## config.mk

```make
export PLATFORM = sky130hd
export DESIGN_NAME = mult_rr_scheduler
export DESIGN_NICKNAME = d
export VERILOG_FILES = /design/src/rtl/mult_rr_scheduler.sv
export SDC_FILE = /design/constraint.sdc
export NUM_CORES = 1
export LEC_CHECK = 0
export CORE_MARGIN = 3
export CORE_UTILIZATION = 48
export CTS_BUF_LIST = sky130_fd_sc_hd__clkbuf_16
export CTS_CLUSTER_DIAMETER = 100
export DETAILED_ROUTE_END_ITERATION = 6
export GPL_TIMING_DRIVEN = 0
export PLACE_DENSITY = 0.85
export SLEW_MARGIN = 20
export SYNTH_ARGS = -nofsm -noshare
export SYNTH_HDL_FRONTEND = slang
export SYNTH_SLANG_ARGS = --single-unit
```

## constraint.sdc

```tcl
create_clock -name Clk -period 5.15 [get_ports Clk]
set_input_delay 1.2875 -clock Clk [delete_from_list [all_inputs] [get_ports Clk]]
set_output_delay 1.2875 -clock Clk [all_outputs]
set_load 0.01 [all_outputs]
```

## src/rtl/mult_rr_scheduler.sv

```systemverilog
// Round-robin front end that shares one sequential WxW multiplier among NREQ requesters.
// Runs one operation at a time and guards the wait on mul_done with a saturating timeout.
module mult_rr_scheduler #(
    parameter int NREQ    = 4,
    parameter int W       = 4,
    parameter int TIMEOUT = 64
) (
    input  logic                Clk,
    input  logic                Rst,
    input  logic [NREQ-1:0]     req_valid,
    input  logic [NREQ*W-1:0]   req_a,
    input  logic [NREQ*W-1:0]   req_b,
    output logic [NREQ-1:0]     req_ready,
    output logic [NREQ-1:0]     resp_valid,
    output logic [2*W-1:0]      resp_data,
    output logic                resp_err,
    output logic                busy,
    output logic                mul_st,
    output logic [W-1:0]        mul_multiplicand,
    output logic [W-1:0]        mul_multiplier,
    input  logic                mul_done,
    input  logic [2*W-1:0]      mul_result
);
    localparam int IW = $clog2(NREQ);
    localparam int CW = $clog2(TIMEOUT + 1);

    typedef enum logic [2:0] {IDLE, START, ARM, RUN, RESP} state_t;

    state_t         state;
    logic [IW-1:0]  rr_ptr;
    logic [IW-1:0]  gnt_idx;
    logic [CW-1:0]  tcnt;

    logic [IW-1:0]  sel_idx;
    logic           sel_found;
    logic [IW:0]    cand;
    logic [CW-1:0]  tcnt_next;
    logic           tmo_hit;

    // Search upward from rr_ptr+1 so the last winner is visited last.
    always_comb begin
        // NOTE: every combinational output gets a default first, otherwise a path
        // that skips the assignment infers a latch.
        sel_idx   = rr_ptr;
        sel_found = 1'b0;
        cand      = '0;
        for (int i = 1; i <= NREQ; i++) begin
            cand = {1'b0, rr_ptr} + (IW+1)'(i);
            if (cand >= (IW+1)'(NREQ))
                cand = cand - (IW+1)'(NREQ);
            if (!sel_found && req_valid[cand[IW-1:0]]) begin
                sel_found = 1'b1;
                sel_idx   = cand[IW-1:0];
            end
        end
    end

    assign tcnt_next = (tcnt == CW'(TIMEOUT)) ? tcnt : tcnt + 1'b1;
    assign tmo_hit   = (tcnt_next == CW'(TIMEOUT));

    // NOTE: state and registered outputs use non-blocking assignments so every
    // branch sees the pre-edge values regardless of statement order.
    always_ff @(posedge Clk or posedge Rst) begin
        if (Rst) begin
            state            <= IDLE;
            rr_ptr           <= IW'(NREQ-1);
            gnt_idx          <= '0;
            tcnt             <= '0;
            req_ready        <= '0;
            resp_valid       <= '0;
            resp_data        <= '0;
            resp_err         <= 1'b0;
            busy             <= 1'b0;
            mul_st           <= 1'b0;
            mul_multiplicand <= '0;
            mul_multiplier   <= '0;
        end else begin
            req_ready  <= '0;
            resp_valid <= '0;
            resp_data  <= '0;
            resp_err   <= 1'b0;
            mul_st     <= 1'b0;

            case (state)
                IDLE: begin
                    if (sel_found) begin
                        req_ready        <= NREQ'(1) << sel_idx;
                        mul_multiplicand <= req_a[sel_idx*W +: W];
                        mul_multiplier   <= req_b[sel_idx*W +: W];
                        gnt_idx          <= sel_idx;
                        rr_ptr           <= sel_idx;
                        mul_st           <= 1'b1;
                        busy             <= 1'b1;
                        state            <= START;
                    end
                end
                START: begin
                    tcnt  <= '0;
                    state <= ARM;
                end
                // A Done still high from the previous operation must fall first.
                ARM: begin
                    tcnt <= tcnt_next;
                    if (!mul_done) begin
                        state <= RUN;
                    end else if (tmo_hit) begin
                        resp_valid <= NREQ'(1) << gnt_idx;
                        resp_err   <= 1'b1;
                        state      <= RESP;
                    end
                end
                RUN: begin
                    tcnt <= tcnt_next;
                    if (mul_done) begin
                        resp_valid <= NREQ'(1) << gnt_idx;
                        resp_data  <= mul_result;
                        state      <= RESP;
                    end else if (tmo_hit) begin
                        resp_valid <= NREQ'(1) << gnt_idx;
                        resp_err   <= 1'b1;
                        state      <= RESP;
                    end
                end
                RESP: begin
                    busy  <= 1'b0;
                    state <= IDLE;
                end
                default: begin
                    busy  <= 1'b0;
                    state <= IDLE;
                end
            endcase
        end
    end
endmodule
```

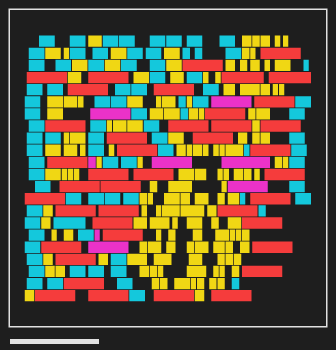
*Placed cells, one colour a class*
The bar under the picture is 20 um long.
colour	class	cells	share of their area
yellow	combinational and other logic	146	32%
magenta	clock drivers and dummy loads	8	5.6%
red	flops	41	35%
cyan	other buffers and delay cells	83	27%
cell area after layout: 2998 sq um
fraction of area in registers: 0.3431

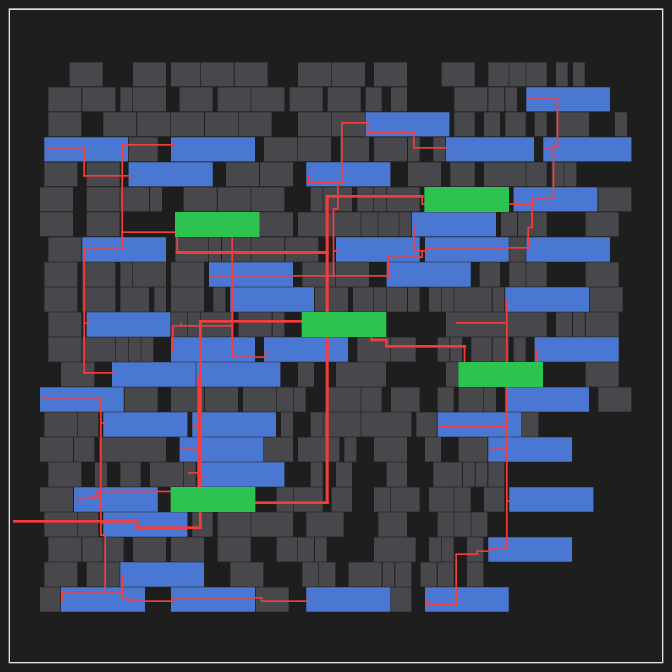
*Clock network drawn from the DEF*
[blue] flip-flops | count: 41
[red] clock wires | length: 508 um
[green] clock drivers | count: 5
routed clock nets	6
power drawn by the clock network: 0.346 mW
clock skew after layout: 0.006520 ns
clock network latency to the later pin of the worst-skew pair: 0.28 ns
fraction of power consumed by the clock network: 0.229

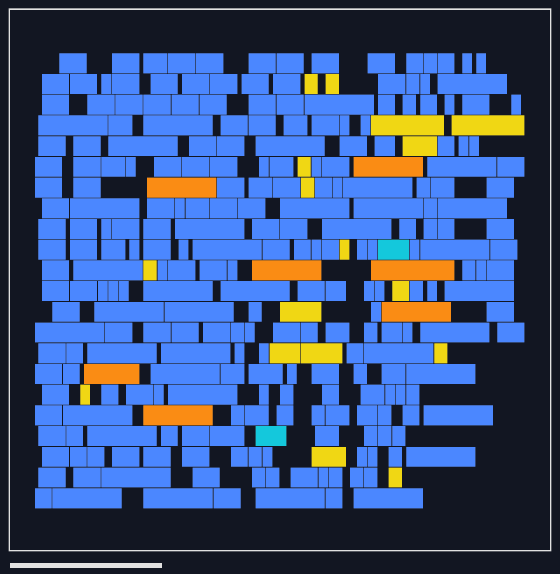
*Sizing map*
The bar under the picture is 20 um long.
colour	size	cells	share
yellow	_2 cells	17	6.1%
cyan	_3 and _4 cells	2	0.72%
orange	_6 and larger	7	2.5%
blue	_0 and _1 cells	252	91%
slack of the critical path: 2.272 ns
relative area change from synthesis to final layout: 48.18%
number of signal-net buffers in the layout: 83

==> results.txt <==
Status on the layout run. The path with the worst hold slack has its endpoint at mul_multiplier[1]$_DFFE_PP0P_. Fraction of cell area in non-clock buffers landed at 0.2642. The OpenROAD report gives the critical path a data arrival time of 3.01 ns.

The worst hold path belongs to the class register to register. After detailed routing, the number of remaining DRC violations is 0. Of the total synthesized cell area, the portion taken by AND, OR, NAND and NOR gates is 0.1670.

The horizontal die dimension reported for this design is 70.92 um. The synthesized netlist occupies a cell area of 2023 sq um. Async set-reset flop share out of synthesis landed at 1.000. The timing report shows that the slowest cell on the worst path is clkdlybuf4s50_1. The first global-routing pass estimated 9.094 mm of wire.

Count of flip-flops with a built-in enable after synthesis landed at 0. The core region is 3854 sq um. Number of hold buffers added after CTS landed at 0. Number of cells in the design after placement landed at 318. Yosys attributes the largest share of cell area to dfrtp_1, mux2i_1, nand2_1.

In the layout the commonest cells are clkdlybuf4s50_1, dfrtp_1, nand2_1. Setup repair after global routing left no endpoint under its margin. Looking at hold timing, the worst path starts from mul_multiplier[1]$_DFFE_PP0P_.

For this block, the via count after detailed routing is 1785. The critical path maximum fanout is 10. Worst vdd rail ir drop landed at 0.0002872 V. Derived from the worst setup path, the maximum achievable clock frequency is 0.3475 GHz. The capture point of the worst register-to-register path is recorded as resp_valid[0]$_DFF_PP0_. Count of clock buffers in the final design landed at 5. STA classifies the critical path startpoint as an input pin. Fraction of area in clock buffers and inverters landed at 0.05467.

Final weighted congestion in routability-driven placement landed at 0.9122. Of all cell types, the one taking the most synthesized area is dfrtp_1. The setup check on the worst reg-to-reg path leaves a slack of 3.11 ns.

In the final layout, flip-flops and latches occupy 1028 sq um. Sum of routed wire length over all layers landed at 5.271 mm. For this run the detailed placement stage logged an HPWL of 3.778 mm. The critical path in this run is classified as input pin to register. Final-stage net count landed at 326. Broken down by cell family, the worst path's largest delay share belongs to buffers and inverters. Synthesis inferred 41 register bits. Post-detailed-route wirelength per cell landed at 16.17 um. Die boundary height landed at 70.92 um. The global route stage reports its total congestion overflow as 0. TritonCTS built the clock tree. Combinational cell area excluding buffers and inverters landed at 912.1 sq um.

By area, the class that comes first in the final layout consists of registers. Sequential fraction of the synthesis area landed at 0.5083. In this run, the number of DRC markers left after iteration 0 of detailed routing was 127.

The clock period could shrink to 2.878 ns. In this run the count of I/O pins placed on the die edge is 74. Input and output buffers added on the ports amount to 73. Number of flip-flops under the largest register name landed at 8. Entering global routing, the biggest net connects 30 pins. On the final layout, the worst hold slack is 0.5019 ns. Maximum clock path buffer count landed at 2. Post-CTS clock slew at the launch and capture registers of the worst setup and hold paths landed at 0.06 ns.

The share of synthesized area in the top cell type comes to 0.4824. All stages included, the depth of the critical timing path comes to 5. Share of cells above drive strength 1 landed at 0.09353.

The final layout report lists a filler cell count of 280. In the synthesis report, Yosys lists the chip area as 2023 sq um. Effective utilization at floorplan landed at 0.5250.

Total inserted antenna cells landed at 0. Per the timing report, the most critical flop-to-flop path originates at tcnt[0]$_DFFE_PP0P_. Required arrival time at the worst endpoint landed at 5.28 ns. Of the total standard cell area in the layout, the multi-input combinational portion is 0.3043. After synthesis, the most frequently instantiated cells are dfrtp_1, nand2_1, mux2i_1.

Share of synthesized cell area in and-or and or-and compound cells landed at 0.1639. Inserted tap cell count landed at 48. Listed in order, past its start point the critical path passes clkdlybuf4s50_1, nor4_1, or4_4, clkbuf_1, o21ai_0. Area of the die landed at 5030 sq um. Max-cap violations in this run came to 0. Post-CTS setup-driven buffer insertion count landed at 0.

After synthesis, the share of cell area in mux cells is 0.09462. Area fraction in full adders, half adders and majority gates landed at 0.01237. Number of detailed-route iterations in the first pass landed at 4. Per the CTS log, the root buffer master is clkbuf_16. Per the summary, power density relative to cell area is 503.8 nW/um^2. The worst setup path is captured at a register.

The routed design shows a via density per instance of 5.475. The flow ran to the end, and the final reports show no timing, DRC or antenna violations. Yosys mapped the design onto 45 distinct sky130hd cell types. Final core utilization landed at 0.7779. Gate count of the mapped netlist landed at 196.

Transition time at the pin with the least slew margin landed at 0.5062 ns. Row count landed at 22. Layout sequential cell count landed at 41. The placement stage leaves a total instance area of 2834 sq um.

In this run the worst setup path begins at req_valid[3].
## worst reg2reg max path, stage by stage, from the launching register on
cell and delay (ns):
dfrtp_1 0.47, ha_1 0.30, and3_1 0.26, a32oi_1 0.10, a221oi_2 0.35, o2111ai_2 0.24
a211oi_2 0.23
## routing by layer
layer | GRT usage | up-vias | routed length (um)
li1 | - | 867 | -
met1 | 0.2777 | 849 | 2152
met2 | 0.3831 | 61 | 2654
met3 | 0.09517 | 8 | 398
met4 | 0.07098 | 0 | 66
met5 | 0 | - | 0
## report_power, final
| group | switching [mW] | internal, mW | total [mW] |
|---|---|---|---|
| combinational | 0.343 | 0.321 | 0.664 |
| sequential | 0.0752 | 0.425 | 0.501 |
| clock | 0.120 | 0.226 | 0.346 |
| total | 0.538 | 0.972 | 1.51 |
Power and IR drop assume default switching activity.
